==> src/rtl/game_round_ctrl.sv <==
// Round sequencer for the reflex trainer: idle, countdown, play, over.
// Optional macro BEST_SCORE_EN adds a best_score output register.
module game_round_ctrl #(
    parameter int CLK_HZ            = 100000000,
    parameter int GAME_SECONDS      = 30,
    parameter int COUNTDOWN_SECONDS = 3,
    parameter int SCORE_W           = 8
) (
    input  logic               clk,
    input  logic               rst_n,
    input  logic               start_btn,
    input  logic               abort_btn,
    input  logic               hit,
    input  logic               miss,
    input  logic               sec_tick,
    input  logic [4:0]         elapsed_time,
    output logic               timer_start,
    output logic [1:0]         state,
    output logic [1:0]         countdown,
    output logic [4:0]         time_left,
    output logic [SCORE_W-1:0] score,
`ifdef BEST_SCORE_EN
    output logic [SCORE_W-1:0] best_score,
`endif
    output logic               game_over
);

    localparam int PW = (CLK_HZ > 1) ? $clog2(CLK_HZ) : 1;
    localparam logic [PW-1:0] PRE_MAX = PW'(CLK_HZ - 1);
    localparam logic [5:0] GS6 = 6'(GAME_SECONDS);
    localparam logic [1:0] CD_LOAD = 2'(COUNTDOWN_SECONDS);

    typedef enum logic [1:0] {
        IDLE      = 2'b00,
        COUNTDOWN = 2'b01,
        PLAY      = 2'b10,
        OVER      = 2'b11
    } state_t;

    state_t             cur, cur_n;
    logic [PW-1:0]      pre, pre_n;
    logic [1:0]         cd_n;
    logic [4:0]         tl_n;
    logic [SCORE_W-1:0] score_n;
    logic               ts_n, go_n;
    logic [5:0]         diff;
    logic               play_end;
`ifdef BEST_SCORE_EN
    logic [SCORE_W-1:0] best_n;
`endif

    assign state    = cur;
    assign diff     = GS6 - {1'b0, elapsed_time};
    assign play_end = sec_tick && ({1'b0, elapsed_time} >= GS6);

    always_ff @(posedge clk) begin
        if (!rst_n) begin
            cur         <= IDLE;
            pre         <= '0;
            countdown   <= '0;
            time_left   <= 5'(GAME_SECONDS);
            score       <= '0;
            timer_start <= 1'b0;
            game_over   <= 1'b0;
`ifdef BEST_SCORE_EN
            best_score  <= '0;
`endif
        end else begin
            cur         <= cur_n;
            pre         <= pre_n;
            countdown   <= cd_n;
            time_left   <= tl_n;
            score       <= score_n;
            timer_start <= ts_n;
            game_over   <= go_n;
`ifdef BEST_SCORE_EN
            best_score  <= best_n;
`endif
        end
    end

    always_comb begin
        cur_n   = cur;
        pre_n   = pre;
        cd_n    = countdown;
        score_n = score;
        go_n    = 1'b0;
`ifdef BEST_SCORE_EN
        best_n  = best_score;
`endif
        unique case (cur)
            IDLE, OVER: begin
                if (start_btn) begin
                    cur_n   = COUNTDOWN;
                    cd_n    = CD_LOAD;
                    score_n = '0;
                    pre_n   = '0;
                end
            end
            COUNTDOWN: begin
                if (pre == PRE_MAX) begin
                    pre_n = '0;
                    cd_n  = countdown - 2'd1;
                    if (countdown == 2'd1)
                        cur_n = PLAY;
                end else begin
                    pre_n = pre + PW'(1);
                end
            end
            PLAY: begin
                if (hit && !miss && score != '1)
                    score_n = score + SCORE_W'(1);
                else if (miss && !hit && score != '0)
                    score_n = score - SCORE_W'(1);
                if (play_end) begin
                    cur_n = OVER;
                    go_n  = 1'b1;
`ifdef BEST_SCORE_EN
                    if (score_n > best_score)
                        best_n = score_n;
`endif
                end
            end
            default: ;
        endcase

        // Abort wins over start and over the end-of-play transition.
        if (abort_btn && cur != IDLE) begin
            cur_n   = IDLE;
            score_n = '0;
            cd_n    = '0;
            pre_n   = '0;
            go_n    = 1'b0;
`ifdef BEST_SCORE_EN
            best_n  = best_score;
`endif
        end

        ts_n = (cur_n == PLAY);
        unique case (cur_n)
            PLAY:    tl_n = diff[5] ? 5'd0 : diff[4:0];
            OVER:    tl_n = 5'd0;
            default: tl_n = 5'(GAME_SECONDS);
        endcase
    end

endmodule

==> config.mk <==
export PLATFORM = sky130hd
export DESIGN_NAME = game_round_ctrl
export DESIGN_NICKNAME = d
export VERILOG_FILES = /design/src/rtl/game_round_ctrl.sv
export SDC_FILE = /design/constraint.sdc
export NUM_CORES = 1
export LEC_CHECK = 0
export CORE_UTILIZATION = 45
export DETAILED_ROUTE_END_ITERATION = 8
export PLACE_DENSITY = 0.68
export SETUP_SLACK_MARGIN = 0.1
export SLEW_MARGIN = 20
export SYNTH_ARGS = -nofsm -noshare
export SYNTH_HDL_FRONTEND = slang
export SYNTH_SLANG_ARGS = --single-unit
==> constraint.sdc <==
create_clock -name clk -period 5.5 [get_ports clk]
set_input_delay 0.55 -clock clk [delete_from_list [all_inputs] [get_ports clk]]
set_output_delay 0.55 -clock clk [all_outputs]
set_load 0.005 [all_outputs]
==> images/floorplan.png <==
Scale bar: 20 um. Pins as bars on the die edge.
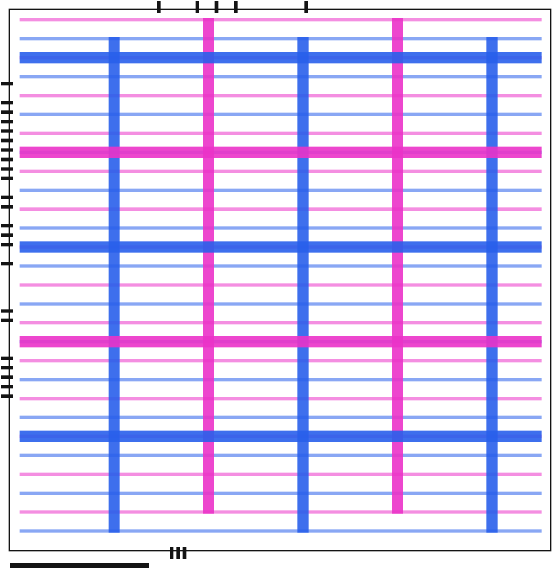
[magenta] VDD
[blue] VSS
met1 rails: 28
signal pins: 31
met5 straps: 5

==> images/class_map.png <==
Scale bar: 20 um.
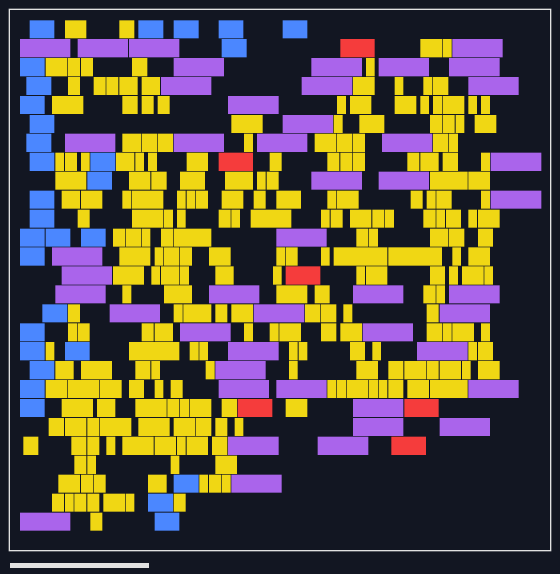
[blue] remaining buffers and delay cells | cells: 30
[yellow] remaining logic cells | cells: 247
[purple] sequential cells | cells: 46
[red] clock drivers and dummy loads | cells: 6

==> images/clock_wires.png <==
Scale bar: 20 um.
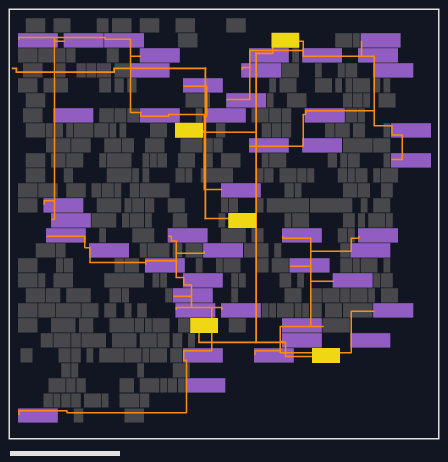
[yellow] clock-net drivers | count: 5
[purple] flip-flops | count: 46
[orange] clock wires | length: 589 um
routed clock nets: 6
flops lie: spread over the die
clock skew: 0.007530 ns
Clock Latency Late Sink: 0.30 ns
Clk pwr share: 0.321

==> images/layers.png <==
Two of the layers only.
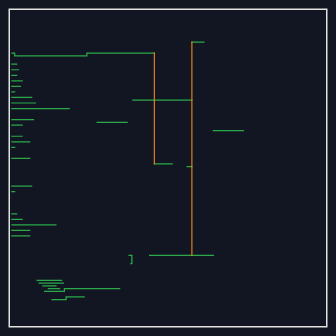
[green] M3 | wire length: 221 um
[orange] M4 | wire length: 79.6 um
wire per inst: 13.65 um
Total Routing Usage GR: 0.1888
Total Wirelength: 5.473 mm

==> summary.txt <==
fresh numbers from the pnr run: vias per std cell 5.519, FF-to-FF End score[7]$_SDFFE_PP0P_, Synth Area in Adders 0.07595, crit path time final 2.979 ns, Max Root-Sink Buffers 2, hold_sp pre[1]$_SDFFE_PP0P_, H-tree levels 2, Crit Path Max Fanout 9, Final Non-Filler Cells 401, Top logic family simple AND/OR/NAND/NOR gates, Max Cap Viol 0, RR Startpoint score[1]$_SDFFE_PP0P_, Setup WS pre-CTS 2.373 ns, Avg Inst Size Synth 8.567 sq um, core footprint 5507 sq um, Worst-path clk slew 0.08 ns, CP cell instances nand4_1 -> o211ai_1 -> ha_1 -> a21oi_1 -> o211ai_1 -> o41ai_1 -> xnor2_1 -> or3_1 -> a31oi_1, Post-DRT Antenna Nets 0, Area leader share 0.3583, xor/xnor share 0.1056, dominant logic cell types in the final layout dfxtp_1, nor2_1, clkdlybuf4s50_1, Hold Crit Class reg2reg, Rel. slew slack 0.5306, synthesis area per yosys 2570 sq um, post-synth cell types 54, Syn Nets 327, Synth async-reset ratio 0, via count 2213, mux share 0.01412, Post-synth EDFFs 0, biggest area cells dfxtp_1, ha_1, xor2_1, nor2_1, nand3_1, Port Buffers 30, row cnt 27, Residual DRC 0, Registers, synthesis 46, Num CTS Buffers 5, # IOs 31, max incr delay on CP 0.61 ns, Initial DRC Count 88, status finished, final reports clean, MI comb area 1549 sq um, Power Total 0.6401 mW
==> layout make-up <==
cell class / count / area share
inverters: 15 / 0.01877
flip-flops and latches: 46 / 0.3071
multi-input cells: 232 / 0.5165
well taps: 72 / 0.03004
repair buffers: 30 / 0.1001
clock buffers: 6 / 0.02753
==> worst max-delay path, delay by kind of cell (launching register included) <==
| family | cells | cell delay, ns |
|---|---|---|
| xor+xnor | 1 | 0.14 |
| simple gates | 2 | 0.49 |
| flops | 1 | 0.45 |
| compound gates | 5 | 1.46 |
| fa+ha+maj | 1 | 0.35 |
==> power breakdown <==
group          leakage, nW  internal [mW]  switching [mW]
combinational        0.651         0.0379          0.0543
clock               0.0431         0.0971           0.108
sequential           0.371          0.337         0.00535
total                 1.07          0.472           0.168
==> routing by layer <==
layer  up-vias  global-route usage  share of wire
met5         -                   0              0
met1      1042              0.2351           0.48
met2        46              0.3177           0.46
li1       1119                   -              -
met4         0             0.07170          0.014
met3         6             0.04000          0.040
==> Yosys cell counts (2+ instances only) <==
master and number:
o21ai_0 10, ha_1 14, nand4_1 13, a21oi_1 12
nor3b_1 2, buf_6 2, nand3_1 21, xnor2_1 12
nor4_1 2, a31oi_1 3, and3_1 6, nor4b_2 2
a2bb2oi_1 2, inv_1 15, nand2b_1 3, a21boi_0 2
nor4_4 2, clkbuf_1 3, buf_2 2, nor3_1 8
and2_1 3, nand2_1 22, o211ai_1 4, xor2_1 19
dfxtp_1 46, nor2_1 42
==> sequential cells by signal (all words and copies together) (netlist names) <==
register,flops
game_over,1
timer_start,1
time_left,5
state,2
score,8
pre,27
countdown,2
No activity file was given, so power comes from the tool's default toggle rates.
